**src/rtl/paint_port_arbiter_pkg.sv**
```systemverilog
// rtl/paint_port_arbiter_pkg.sv - shared canvas constants, engine indices and arbiter state encoding
package paint_port_arbiter_pkg;

  localparam int CANVAS_W   = 64;
  localparam int ENG_CURSOR = 0;
  localparam int ENG_BRUSH  = 1;
  localparam int ENG_CLEAR  = 2;

  typedef enum logic [1:0] {
    ST_IDLE,
    ST_START,
    ST_RUN,
    ST_GAP
  } arb_state_t;

  function automatic int addr_w(input int canvas_w);
    return $clog2(canvas_w) * 2;
  endfunction

endpackage

```
**src/rtl/paint_port_arbiter_if.sv**
```systemverilog
// rtl/paint_port_arbiter_if.sv - engine-side and framebuffer-side signals of the paint port arbiter
interface paint_port_arbiter_if #(
  parameter int N_REQ  = 3,
  parameter int ADDR_W = paint_port_arbiter_pkg::addr_w(paint_port_arbiter_pkg::CANVAS_W)
);

  logic [N_REQ-1:0]   req;
  logic [N_REQ-1:0]   eng_done;
  logic [N_REQ-1:0]   eng_paint;
  logic [8*N_REQ-1:0] eng_px_data;
  logic [8*N_REQ-1:0] eng_x;
  logic [8*N_REQ-1:0] eng_y;
  logic [N_REQ-1:0]   eng_init;
  logic [N_REQ-1:0]   grant;
  logic               busy;
  logic               fb_we;
  logic [ADDR_W-1:0]  fb_addr;
  logic [7:0]         fb_data;
  logic               timeout_err;

  modport master (
    input  req, eng_done, eng_paint, eng_px_data, eng_x, eng_y,
    output eng_init, grant, busy, fb_we, fb_addr, fb_data, timeout_err
  );

  modport slave (
    output req, eng_done, eng_paint, eng_px_data, eng_x, eng_y,
    input  eng_init, grant, busy, fb_we, fb_addr, fb_data, timeout_err
  );

endinterface

```
**src/rtl/paint_port_arbiter_rr_picker.sv**
```systemverilog
// rtl/paint_port_arbiter_rr_picker.sv - combinational round-robin winner search starting at rr_ptr
module rr_picker #(
  parameter int N_REQ = 3,
  parameter int IW    = 2
) (
  input  logic [N_REQ-1:0] req,
  input  logic [IW-1:0]    rr_ptr,
  output logic [N_REQ-1:0] winner,
  output logic             valid
);

  always_comb begin
    int idx;
    idx    = 0;
    winner = '0;
    valid  = 1'b0;
    for (int k = 0; k < N_REQ; k++) begin
      idx = (int'(rr_ptr) + k) % N_REQ;
      if (!valid && req[idx]) begin
        winner[idx] = 1'b1;
        valid       = 1'b1;
      end
    end
  end

endmodule

```
**src/rtl/paint_port_arbiter.sv**
```systemverilog
// rtl/paint_port_arbiter.sv - round-robin owner of the canvas write port with clipping and watchdog
module paint_port_arbiter #(
  parameter int N_REQ    = 3,
  parameter int CANVAS_W = paint_port_arbiter_pkg::CANVAS_W,
  parameter int TIMEOUT  = 4096
) (
  input logic                  clk,
  input logic                  rst,
  paint_port_arbiter_if.master bus
);
  import paint_port_arbiter_pkg::*;

  localparam int LW   = $clog2(CANVAS_W);
  localparam int AW   = addr_w(CANVAS_W);
  localparam int IW   = (N_REQ > 1) ? $clog2(N_REQ) : 1;
  localparam int WD_W = (TIMEOUT > 1) ? $clog2(TIMEOUT) : 1;

  arb_state_t       state, state_nxt;
  logic [IW-1:0]    rr_ptr, owner, win_idx;
  logic [N_REQ-1:0] winner;
  logic             win_valid;
  logic [WD_W-1:0]  wd_cnt;
  logic             wd_hit, on_canvas;
  logic             sel_paint, sel_done;
  logic [7:0]       sel_x, sel_y, sel_px;

  rr_picker #(.N_REQ(N_REQ), .IW(IW)) u_picker (
    .req    (bus.req),
    .rr_ptr (rr_ptr),
    .winner (winner),
    .valid  (win_valid)
  );

  always_comb begin
    win_idx = '0;
    for (int k = 0; k < N_REQ; k++) begin
      if (winner[k]) win_idx = IW'(k);
    end
  end

  // Only the owning engine's lanes are ever looked at; strays from others fall away here.
  always_comb begin
    int base;
    base      = 8 * int'(owner);
    sel_paint = bus.eng_paint[owner];
    sel_done  = bus.eng_done[owner];
    sel_x     = bus.eng_x[base +: 8];
    sel_y     = bus.eng_y[base +: 8];
    sel_px    = bus.eng_px_data[base +: 8];
  end

  assign on_canvas = (int'(sel_x) < CANVAS_W) && (int'(sel_y) < CANVAS_W);
  assign wd_hit    = (TIMEOUT != 0) && (wd_cnt == WD_W'(TIMEOUT - 1));

  assign bus.busy     = (state != ST_IDLE);
  assign bus.eng_init = (state == ST_START) ? bus.grant : '0;

  always_ff @(posedge clk or negedge rst) begin
    if (!rst) state <= ST_IDLE;
    else      state <= state_nxt;
  end

  always_comb begin
    state_nxt = state;
    case (state)
      ST_IDLE:  if (win_valid) state_nxt = ST_START;
      ST_START: state_nxt = ST_RUN;
      ST_RUN:   if (sel_done || wd_hit) state_nxt = ST_GAP;
      ST_GAP:   state_nxt = ST_IDLE;
      default:  state_nxt = ST_IDLE;
    endcase
  end

  always_ff @(posedge clk or negedge rst) begin
    if (!rst) begin
      rr_ptr          <= '0;
      owner           <= '0;
      wd_cnt          <= '0;
      bus.grant       <= '0;
      bus.fb_we       <= 1'b0;
      bus.fb_addr     <= '0;
      bus.fb_data     <= '0;
      bus.timeout_err <= 1'b0;
    end else begin
      // A done in the same cycle as the last watchdog count is a clean finish, not an abort.
      bus.timeout_err <= (state == ST_RUN) && wd_hit && !sel_done;
      bus.fb_we       <= (state == ST_RUN) && sel_paint && on_canvas;
      if ((state == ST_RUN) && sel_paint) begin
        bus.fb_addr <= AW'({sel_y[LW-1:0], sel_x[LW-1:0]});
        bus.fb_data <= sel_px;
      end
      case (state)
        ST_IDLE: begin
          if (win_valid) begin
            owner     <= win_idx;
            bus.grant <= winner;
          end
        end
        ST_START: wd_cnt <= '0;
        ST_RUN: begin
          wd_cnt <= wd_cnt + 1'b1;
          if (state_nxt == ST_GAP) bus.grant <= '0;
        end
        ST_GAP:  rr_ptr <= (owner == IW'(N_REQ - 1)) ? '0 : owner + 1'b1;
        default: ;
      endcase
    end
  end

endmodule

```
**src/flat_wrapper.sv**
```systemverilog
// flat-port wrapper written by rule: the top's interface ports become plain ports
module paint_port_arbiter_flat import paint_port_arbiter_pkg::*;
#(
  parameter int N_REQ    = 3,
  parameter int CANVAS_W = paint_port_arbiter_pkg::CANVAS_W,
  parameter int TIMEOUT  = 4096
)
  (clk, rst, bus_req, bus_eng_done, bus_eng_paint, bus_eng_px_data, bus_eng_x, bus_eng_y, bus_eng_init, bus_grant, bus_busy, bus_fb_we, bus_fb_addr, bus_fb_data, bus_timeout_err);
  paint_port_arbiter_if #(.N_REQ(N_REQ)) bus_i ();
  input logic clk;
  input logic rst;
  input wire logic [$bits(bus_i.req)-1:0] bus_req;
  input wire logic [$bits(bus_i.eng_done)-1:0] bus_eng_done;
  input wire logic [$bits(bus_i.eng_paint)-1:0] bus_eng_paint;
  input wire logic [$bits(bus_i.eng_px_data)-1:0] bus_eng_px_data;
  input wire logic [$bits(bus_i.eng_x)-1:0] bus_eng_x;
  input wire logic [$bits(bus_i.eng_y)-1:0] bus_eng_y;
  output wire logic [$bits(bus_i.eng_init)-1:0] bus_eng_init;
  output wire logic [$bits(bus_i.grant)-1:0] bus_grant;
  output wire logic [$bits(bus_i.busy)-1:0] bus_busy;
  output wire logic [$bits(bus_i.fb_we)-1:0] bus_fb_we;
  output wire logic [$bits(bus_i.fb_addr)-1:0] bus_fb_addr;
  output wire logic [$bits(bus_i.fb_data)-1:0] bus_fb_data;
  output wire logic [$bits(bus_i.timeout_err)-1:0] bus_timeout_err;
  assign bus_i.req = bus_req;
  assign bus_i.eng_done = bus_eng_done;
  assign bus_i.eng_paint = bus_eng_paint;
  assign bus_i.eng_px_data = bus_eng_px_data;
  assign bus_i.eng_x = bus_eng_x;
  assign bus_i.eng_y = bus_eng_y;
  assign bus_eng_init = bus_i.eng_init;
  assign bus_grant = bus_i.grant;
  assign bus_busy = bus_i.busy;
  assign bus_fb_we = bus_i.fb_we;
  assign bus_fb_addr = bus_i.fb_addr;
  assign bus_fb_data = bus_i.fb_data;
  assign bus_timeout_err = bus_i.timeout_err;
  paint_port_arbiter #(.N_REQ(N_REQ), .CANVAS_W(CANVAS_W), .TIMEOUT(TIMEOUT)) u_core (.clk(clk), .rst(rst), .bus(bus_i));
endmodule
```
**config.mk**
```make
export PLATFORM = sky130hd
export DESIGN_NAME = paint_port_arbiter_flat
export DESIGN_NICKNAME = d
export VERILOG_FILES = /design/src/rtl/paint_port_arbiter_pkg.sv /design/src/rtl/paint_port_arbiter_if.sv /design/src/rtl/paint_port_arbiter_rr_picker.sv /design/src/rtl/paint_port_arbiter.sv /design/src/flat_wrapper.sv
export SDC_FILE = /design/constraint.sdc
export NUM_CORES = 1
export LEC_CHECK = 0
export ABC_AREA = 1
export CAP_MARGIN = 30
export CORE_ASPECT_RATIO = 0.5
export CORE_UTILIZATION = 28
export DETAILED_ROUTE_END_ITERATION = 12
export PLACE_DENSITY = 0.65
export RECOVER_POWER = 25
export SYNTH_ARGS = -nofsm -noshare
export SYNTH_HDL_FRONTEND = slang
export SYNTH_SLANG_ARGS = --single-unit
export TNS_END_PERCENT = 5
```
**constraint.sdc**
```tcl
create_clock -name clk -period 5.1 [get_ports clk]
set_clock_uncertainty 0.05 [all_clocks]
set_input_delay 1.53 -clock clk [delete_from_list [all_inputs] [get_ports clk]]
set_output_delay 1.53 -clock clk [all_outputs]
set_load 0.005 [all_outputs]
```
==> results.py, run 1 <==
# Physical implementation metrics
metrics = {
    "cells_and_area": {
        "nFillCells": 873,
        "final_nets": 536,
        "lay_top_count": "nand2_1",
        "area.growth.synth_to_final_pct": 54.7,
    },
    "sta": {
        "report.final.slew_viol_count": 36,
        "setup_viol": 0,
        "fin_hold_ws_ns": 0.447,
        "rsz0062_at_grt": "no",
    },
    "synth": {
        "yosys.area_share.simple_pct": 30.8,
        "ys_seq_share_pct": 41.8,
        "synth_cells": 333,
        "synthTopLogicFamily": "simple AND/OR/NAND/NOR gates",
        "xor_share_pct": 0.340,
        "ys_sh_adder_pct": 4.37,
        "ys_async_sr_fraction_pct": 100,
        "mux_area_share_pct": 0,
    },
    "cts": {
        "cts_resized": 0,
        "clk_pin_slew_worst_paths_ns": 0.06,
        "cts_sinks": 43,
    },
    "power_and_ir_drop": {
        "p_leak_nw": 1.68,
        "finalPower_w": 0.00204,
    },
    "run_status": {
        "violations": "max-capacitance violations, max-slew violations",
        "outcome": "finished with violations",
    },
    "hold_path": {
        "min_from": "u_core.bus.grant[0]$_DFFE_PN0P_",
        "hold_path_end": "u_core.bus.grant[0]$_DFFE_PN0P_",
        "hold_class": "reg -> reg",
        "hold_depth": 2,
    },
    "place": {
        "hpwl_um": 5510,
        "place_ws_ns": 1.87,
        "dpl_cell_area_um2": 3830,
    },
    "floorplanning": {
        "ios": 112,
    },
    "critical_path": {
        "required_ns": 5.07,
        "crit_cells": 2,
        "path_buffers": 2,
        "critPathArrivalTime_ns": 3.36,
        "r2r_end": "u_core.bus.fb_data[1]$_DFFE_PN0P_",
        "criticalPathCategory": "in -> async",
    },
    "global_routing": {
        "antenna_found_initial": 0,
    },
    "flow_run": {
        "maxCapViolCount": 1,
    },
}
-- run 1: report_power, final --
group	total, W	switching, W	internal [W]
Clock	0.000376	0.000132	0.000244
Sequential	0.000548	0.0000810	0.000467
Combinational	0.00112	0.000608	0.000512
Total	0.00204	0.000821	0.00122
-- run 1: metal layers --
| layer | vias to the layer above | global-route usage, % | wire length [um] |
|---|---|---|---|
| li1 | 1319 | - | - |
| met4 | 0 | 3.17 | 27 |
| met3 | 2 | 3.00 | 343 |
| met2 | 51 | 27.7 | 3750 |
| met1 | 1217 | 18.8 | 3130 |
| met5 | - | 0 | 0 |
-- run 1: synthesized netlist by cell type (2+ instances only) --
| master | instances | area (um^2) |
|---|---|---|
| nor3_1 | 4 | 20.0 |
| buf_2 | 2 | 10.0 |
| nand3_1 | 15 | 75.1 |
| nor2_1 | 38 | 143 |
| o41ai_1 | 2 | 17.5 |
| nand4_1 | 4 | 25.0 |
| clkinv_1 | 2 | 7.51 |
| inv_2 | 5 | 18.8 |
| nand3_2 | 2 | 20.0 |
| a41oi_1 | 10 | 87.6 |
| a41oi_2 | 10 | 163 |
| nand2_1 | 117 | 439 |
| nand2_2 | 4 | 25.0 |
| inv_1 | 24 | 90.1 |
| a21oi_1 | 10 | 50.1 |
| o21ai_0 | 3 | 15.0 |
| ha_1 | 9 | 113 |
| o21ai_1 | 5 | 25.0 |
| nor2_2 | 4 | 25.0 |
| buf_4 | 2 | 15.0 |
| dfrtp_1 | 43 | 1080 |
| clkbuf_1 | 6 | 22.5 |
-- run 1: area by class of cell --
class	instances	share of cell area [%]
clock inverter	2	0.879
clock buffer	6	3.49
timing repair buffer	115	28.9
inverter	32	3.05
sequential	43	27.0
tap	117	3.67
multi-input combinational	247	33.0
### Zoomed window, run 1

Window x 91 to 116, y 5 to 30 um. Cells in gray, sequential cells in the stronger gray; small squares are vias.
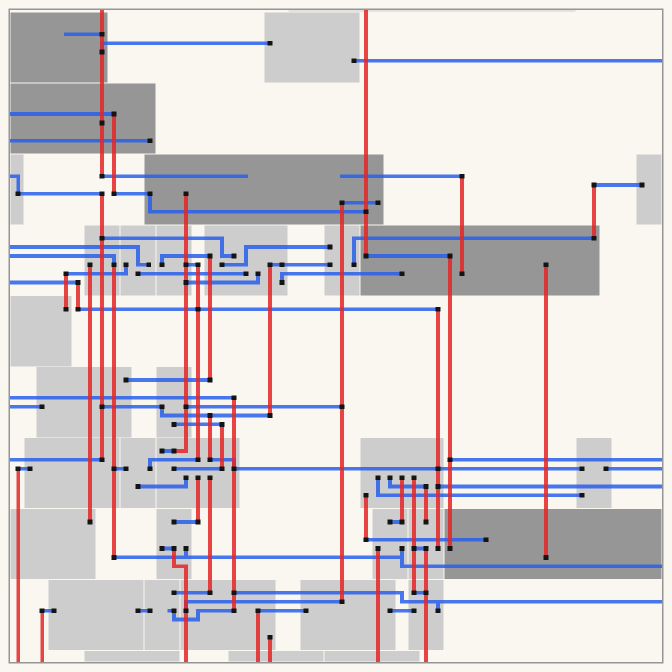
- red: M2
- blue: M1
- netlist names of flops here include: u_core.bus.fb_data (4)
- sequential cells in the window: 4
- most frequent: nand2_1 (9), clkdlybuf4s50_1 (8), dfrtp_1 (4)
- cells with their middle in the window: 27

### PDN straps and rails, run 1

Bar = 50 um. Pins as bars on the die edge. Tap cells in gray.
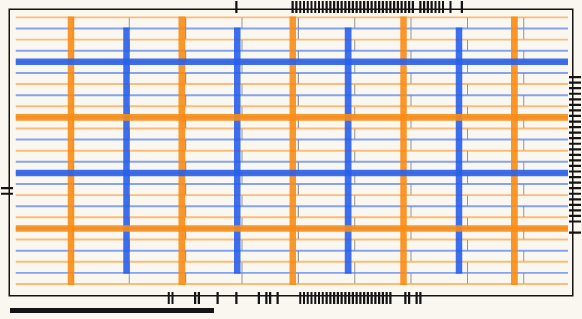
- orange: VSS
- blue: VDD
- met1 rails: 25
- met5 straps: 4
- rows: 24
- signal pins: 112
die width: 138 um
maximum vdd ir drop: 205 uV
Core Box Area: 8830 um^2

### Sequential cells colored by netlist name, run 1

Other sequential cells in the stronger gray, the rest of the logic in the fainter gray.
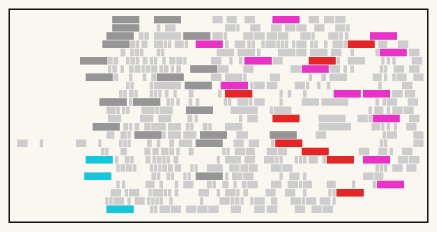
- cyan: u_core.bus.grant (flops 3)
- magenta: u_core.bus.fb_addr (flops 12)
- red: u_core.bus.fb_data (flops 8)
P_seq: 0.000548 W
Finished Core Util: 45.1%
register fraction of the total cell area: 27.0%

### Metal layers overlaid, run 1

Only two layers are drawn.
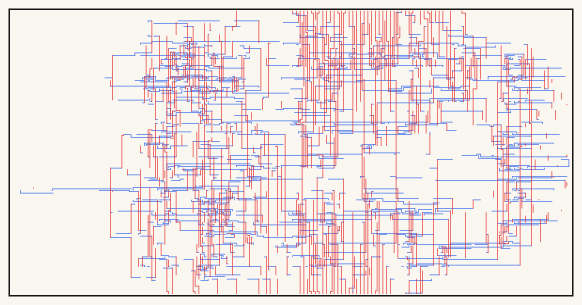

==> inputs of run 2 (changes only) <==
- PLACE_DENSITY: 0.65 -> 0.67
- clock period: 5.1 -> 2.85 ns (I/O delays scaled with it)
### Metal layers overlaid, run 2

Only two layers are drawn.
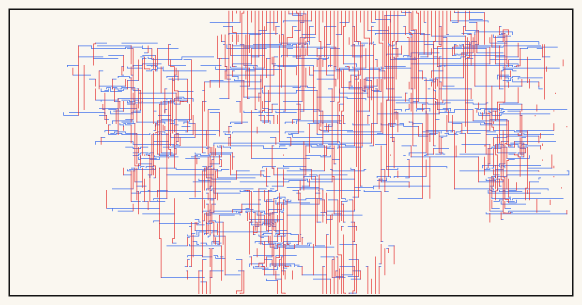
- blue: M1 (wire length 3210 um)
- red: M2 (wire length 3760 um)
total track usage: 15.9%
drt total wl: 7380 um
WL per Instance: 13.1 um
Vias: 2606

### Sequential cells colored by netlist name, run 2

Other sequential cells in the stronger gray, the rest of the logic in the fainter gray.
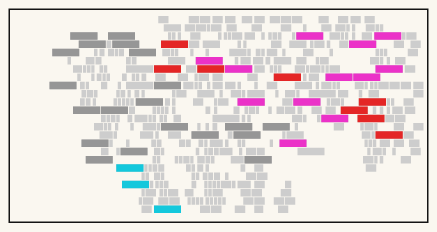
- cyan: u_core.bus.grant (flops 3)
- red: u_core.bus.fb_data (flops 8)
- magenta: u_core.bus.fb_addr (flops 12)
- not colored: 20

### Zoomed window, run 2

Window x 91 to 116, y 5 to 30 um. Cells in gray, sequential cells in the stronger gray; small squares are vias.
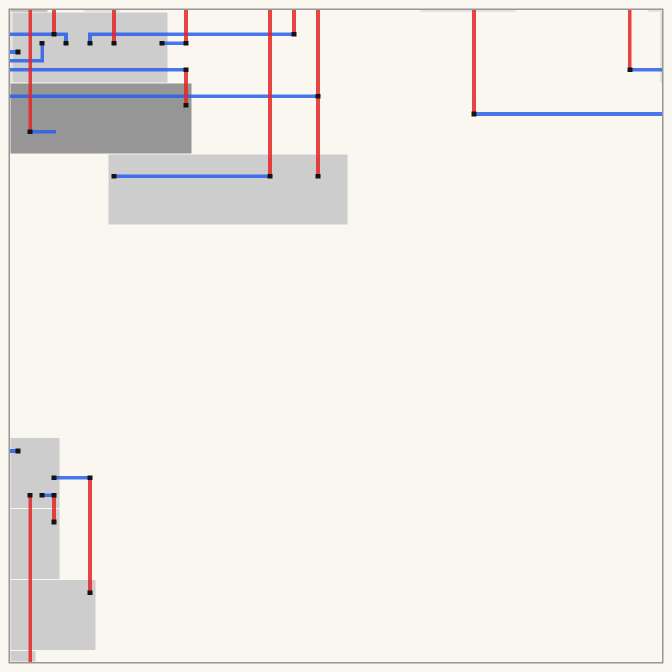

==> run 2 against run 1 <==
The run still ends with max-capacitance violations, max-slew violations left. Hold slack worse by 0.0029 ns. Flip-flop count is the same. Critical path depth increased by 2. First-iteration DRC count decreased by 23%. Non-clock buffer count grew 1. Sequential power rose by 78%. Register-to-register slack worse by 2.0 ns. Sequential share of layout area grew 0.33 points. Die size did not move. Critical path type is now reg -> out. Largest power group unchanged.
==> results.py, run 2 <==
# Physical implementation metrics
metrics = {
    "synth": {
        "top_cells_by_area": "dfrtp_1 42%, nand2_1 17%, a41oi_2 6.3%, nor2_1 5.5%, ha_1 4.4%",
        "fp_nets": 425,
        "synth_top_cell_by_count": "nand2_1",
        "top_cells_by_count": "117 x nand2_1, 43 x dfrtp_1, 38 x nor2_1, 24 x inv_1, 15 x nand3_1",
        "top_area_cell": "dfrtp_1",
        "synth-main-ff-cell": "dfrtp_1",
        "ys_seq_share_pct": 41.8,
        "avgSynthCellArea_um2": 7.73,
        "syn-cell-area_um2": 2570,
        "synth_cells": 333,
        "yosys-stat-area_um2": 2570,
        "ys_async_sr_fraction_pct": 100,
        "yosysTopAreaCellShare_pct": 41.8,
    },
    "route": {
        "ant_nets": 0,
        "wl_met2_um": 3760,
        "top_layer": "met4",
        "drt-initial-drc-count": 114,
        "wl_met1_um": 3210,
        "drc": 0,
        "routed-wl-met3_um": 282,
    },
    "power_and_ir_drop": {
        "internal_power_w": 0.00205,
        "ir_worst_vdd_uv": 313,
        "switching_share_pct": 41.6,
        "clkPwrFrac_pct": 15.9,
        "combPwrFrac_pct": 56.2,
        "p_leak_nw": 1.65,
        "p_seq_share_pct": 27.9,
        "switching_power_w": 0.00146,
        "power_density_nw_per_um2": 892,
        "finalPower_w": 0.00351,
    },
    "sta": {
        "tightest_slew_ns": 1.53,
        "fin_setup_tns_ns": 0,
        "report.final.slew_viol_count": 28,
        "rsz0062_at_grt": "no",
        "fmax_mhz": 391,
        "setup_viol": 0,
        "fin_hold_ws_ns": 0.444,
    },
    "floorplanning": {
        "fp-utilization_pct": 29.2,
        "die_area_um2": 9610,
        "ios": 112,
        "die_w_um": 138,
        "core_um2": 8830,
    },
    "cells_and_area": {
        "final_nets": 537,
        "lay_top_count": "nand2_1",
        "final_area_um2": 3940,
        "area.growth.synth_to_final_pct": 52.8,
        "drive_gt1_share_pct": 8.07,
        "utilization_pct": 44.6,
        "n_antenna_cell": 0,
        "nFillCells": 874,
        "top_regs": "u_core.bus.fb_addr (12), u_core.wd_cnt (12), u_core.bus.fb_data (8)",
    },
    "cts": {
        "root_buffer": "clkbuf_16",
        "cts_resized": 0,
        "ctsHoldBuffers": 0,
        "cts_max_path_buffers": 2,
        "cts.htree.levels": 2,
        "cts_sinks": 43,
        "clk_pin_slew_worst_paths_ns": 0.06,
        "cts_made_buffers": 5,
    },
    "global_routing": {
        "antenna_found_initial": 0,
        "grt_max_degree": 41,
        "met2_usage_pct": 28.0,
        "grt_pass1_vias": 2523,
        "met1_usage_pct": 19.1,
        "top_usage_layer": "met2",
        "grt_overflow": 0,
        "grt_pass1_wl_um": 11900,
        "met3_usage_pct": 2.63,
    },
    "place": {
        "dpl_cell_area_um2": 3810,
        "hpwl_um": 5630,
        "gp_congestion": 0.795,
        "place_ws_ns": 0.299,
    },
    "flow_run": {
        "maxCapViolCount": 1,
    },
    "run_status": {
        "outcome": "finished with violations",
        "violations": "max-capacitance violations, max-slew violations",
    },
    "critical_path": {
        "criticalPathCategory": "reg -> out",
        "cp_max_fo": 6,
        "start_kind": "register",
        "required_ns": 1.95,
        "critPathArrivalTime_ns": 1.65,
        "rrSetupSlack_ns": 0.54,
    },
    "hold_path": {
        "hold_class": "reg -> reg",
    },
}
[run 2: path summary, 6_finish.rpt]
kind                                            startpoint                                end  depth (start not counted)
max                              u_core.state[0]$_DFF_PN0_                           bus_busy                          4
min                        u_core.bus.grant[2]$_DFFE_PN0P_    u_core.bus.grant[2]$_DFFE_PN0P_                          2
max reg2reg                    u_core.owner[0]$_DFFE_PN0P_    u_core.bus.grant[0]$_DFFE_PN0P_                         13
min reg2reg                u_core.bus.grant[2]$_DFFE_PN0P_    u_core.bus.grant[2]$_DFFE_PN0P_                          2
max in group asynchronous                              rst    u_core.bus.grant[0]$_DFFE_PN0P_                          2
min in group asynchronous                              rst  u_core.bus.fb_addr[8]$_DFFE_PN0P_                          1
[run 2: cell type report]
class	count	area [um^2]	share of cell area, %
clock buffers	7	133	3.37
repair buffers	116	1130	28.8
clock inverters	1	5.00	0.127
flip-flops and latches	43	1080	27.3
inverters	32	121	3.08
multi-input cells	247	1320	33.5
well taps	117	146	3.72
[run 2: power by group through the flow]
stage          sequential (W)  combinational [W]  clock, W
6_report             0.000978            0.00197  0.000559
3_3_place_gp         0.000986            0.00196         0
5_1_grt               0.00101            0.00221  0.000605
4_1_cts              0.000978            0.00200  0.000575
3_5_place_dp         0.000983            0.00200         0
2_1_floorplan        0.000981            0.00123         0
[run 2: kinds of logic (layout without fill, tap and decap cells)]
family	Yosys count	count (layout)	share of synthesized area [%]
flops	43	43	41.8
simple gates	191	191	30.8
xor+xnor	1	1	0.340
buf+inv	43	156	7.00
fa+ha+maj	9	9	4.37
compound gates	46	46	15.7
[run 2: critical path, cell delays in order (launching register included)]
cell	delay, ns
dfrtp_1	0.38
inv_1	0.10
ha_1	0.28
inv_1	0.10
clkdlybuf4s50_1	0.51
==> inputs of run 3 (changes only) <==
- SETUP_SLACK_MARGIN: not set -> 0.4
### Zoomed window, run 3

Window x 91 to 116, y 5 to 30 um. Cells in gray, sequential cells in the stronger gray; small squares are vias.
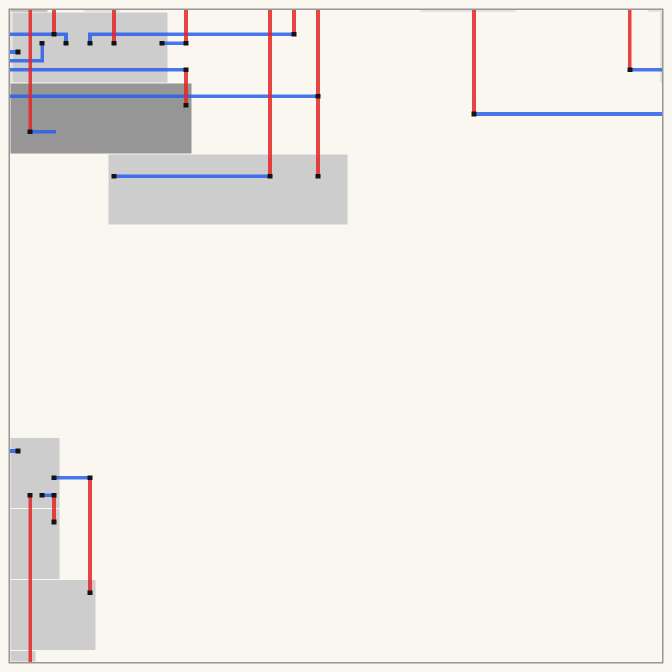
- red: M2
- blue: M1
- cells with their middle in the window: 6
- sequential cells in the window: 1
- netlist names of flops here include: u_core.bus.fb_addr (1)
- most frequent: clkdlybuf4s50_1 (2)

### Sequential cells colored by netlist name, run 3

Other sequential cells in the stronger gray, the rest of the logic in the fainter gray.
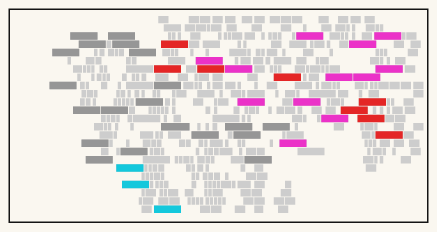
- red: u_core.bus.fb_data (flops 8)
- magenta: u_core.bus.fb_addr (flops 12)
- cyan: u_core.bus.grant (flops 3)
register area: 1080 um^2
P_seq: 0.000982 W
Finished Core Util: 45.0%

### PDN straps and rails, run 3

Bar = 50 um. Pins as bars on the die edge. Tap cells in gray.
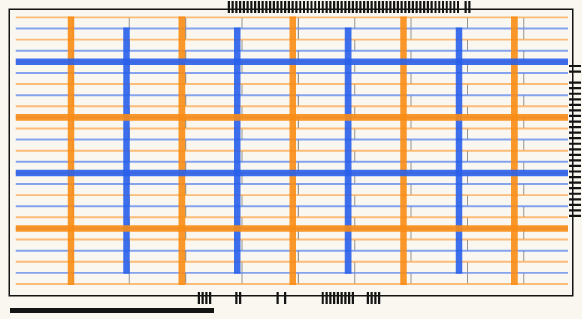
- blue: VDD
- orange: VSS
- rows: 24
- met5 straps: 4
- met4 straps: 9
- signal pins: 112
- met1 rails: 25

==> run 3 against run 2 <==
The run still ends with max-capacitance violations, max-slew violations left. Clock power is essentially flat. Sequential power grew 0.4%. Via count is essentially flat. Critical endpoint is now bus_eng_init[2].
==> results.py, run 3 <==
# Physical implementation metrics
metrics = {
    "run_status": {
        "outcome": "finished with violations",
        "violations": "max-capacitance violations, max-slew violations",
    },
    "cells_and_area": {
        "top_regs": "u_core.bus.fb_addr (12), u_core.wd_cnt (12), u_core.bus.fb_data (8)",
        "area.growth.synth_to_final_pct": 54.2,
        "n_antenna_cell": 0,
        "nFillCells": 872,
        "final_nets": 538,
        "final-comb-area_um2": 1340,
        "drive_gt1_share_pct": 9.17,
        "lay_top_count": "nand2_1",
    },
    "synth": {
        "ys_seq_share_pct": 41.8,
        "synth-main-ff-cell": "dfrtp_1",
        "syn-cell-area_um2": 2570,
        "top_cells_by_count": "117 x nand2_1, 43 x dfrtp_1, 38 x nor2_1, 24 x inv_1, 15 x nand3_1",
        "avgSynthCellArea_um2": 7.73,
        "top_area_cell": "dfrtp_1",
        "yosysTopAreaCellShare_pct": 41.8,
        "synth_top_cell_by_count": "nand2_1",
        "top_cells_by_area": "dfrtp_1 42%, nand2_1 17%, a41oi_2 6.3%, nor2_1 5.5%, ha_1 4.4%",
        "ys_async_sr_fraction_pct": 100,
        "synth_cells": 333,
    },
    "cts": {
        "cts_max_path_buffers": 2,
        "cts_sinks": 43,
        "cts.htree.levels": 2,
        "cts_made_buffers": 5,
        "root_buffer": "clkbuf_16",
        "ctsHoldBuffers": 0,
    },
    "critical_path": {
        "path_buffers": 3,
        "criticalPathCategory": "reg -> out",
        "cp_max_fo": 3,
        "reg2reg_from": "u_core.owner[0]$_DFFE_PN0P_",
        "cp-startpoint": "u_core.state[1]$_DFF_PN0_",
        "critPathArrivalTime_ns": 1.50,
        "required_ns": 1.95,
        "start_kind": "register",
        "rrSetupSlack_ns": 0.52,
    },
    "sta": {
        "report.final.slew_viol_count": 28,
        "fin_setup_tns_ns": 0,
        "fmax_mhz": 416,
        "tightest_slew_ns": 1.55,
        "setup_viol": 0,
        "rsz0062_at_grt": "yes",
    },
    "power_and_ir_drop": {
        "finalPower_w": 0.00357,
        "power_density_nw_per_um2": 899,
        "ir_worst_vdd_uv": 311,
        "p_leak_nw": 1.66,
    },
    "place": {
        "gp_congestion": 0.795,
        "hpwl_um": 5630,
    },
    "floorplanning": {
        "die_area_um2": 9610,
        "die_w_um": 138,
        "core_um2": 8830,
    },
    "route": {
        "drc": 0,
        "wl_um": 7450,
        "drt-initial-drc-count": 116,
        "wl_per_cell_um": 13.2,
    },
    "global_routing": {
        "antenna_found_initial": 0,
        "grt_pass1_wl_um": 12000,
        "gr-usage-all-layers_pct": 16.0,
    },
    "hold_path": {
        "min_from": "u_core.bus.grant[2]$_DFFE_PN0P_",
    },
    "flow_run": {
        "maxCapViolCount": 1,
    },
}
[run 3: cell counts after synthesis]
Identical to the previous run, type by type.
[run 3: report_power, final]
group / switching (W) / internal, W
clock network: 0.000235 / 0.000324
logic: 0.00111 / 0.000923
registers: 0.000145 / 0.000837
total: 0.00149 / 0.00208
[run 3: area by class of cell]
cell class,count,share of cell area (%)
clock inverter,1,0.126
timing repair buffer,117,28.8
multi-input combinational,247,33.8
tap,117,3.69
clock buffer,7,3.34
inverter,32,3.06
sequential,43,27.1
[run 3: per-stage QoR]
step                      cell area, um^2  instances
after detailed placement             3810        555
after floorplan                      2570        333
after global placement               3810        555
after CTS                            3970        564
after global routing                 3970        564
final                                3970        564
[run 3: cells by family after synthesis]
| kind of cell | count (synthesis) | share of synthesized area [%] |
|---|---|---|
| compound gates | 46 | 15.7 |
| xor+xnor | 1 | 0.340 |
| fa+ha+maj | 9 | 4.37 |
| buf+inv | 43 | 7.00 |
| flops | 43 | 41.8 |
| simple gates | 191 | 30.8 |
[run 3: worst paths after layout]
path,endpoint,depth (start not counted)
min reg2reg,u_core.bus.grant[2]$_DFFE_PN0P_,2
min in group asynchronous,u_core.bus.fb_addr[8]$_DFFE_PN0P_,1
max reg2reg,u_core.bus.grant[0]$_DFFE_PN0P_,13
max,bus_eng_init[2],5
min,u_core.bus.grant[2]$_DFFE_PN0P_,2
max in group asynchronous,u_core.state[0]$_DFF_PN0_,2
[run 3: repair_timing]
action | in CTS | in global routing
pin swaps | 0 | 0
resized | 5 | 3
setup buffers | 1 | 0
setup endpoints to repair | 4 | 4
[run 3: per-layer routing]
metal	track usage (%)	routed length [um]	vias to the layer above
met5	0	0	-
met4	6.35	148	0
met3	2.63	307	12
met2	28.5	3770	46
met1	19.1	3220	1223
li1	-	-	1324
Power and IR drop assume default switching activity.
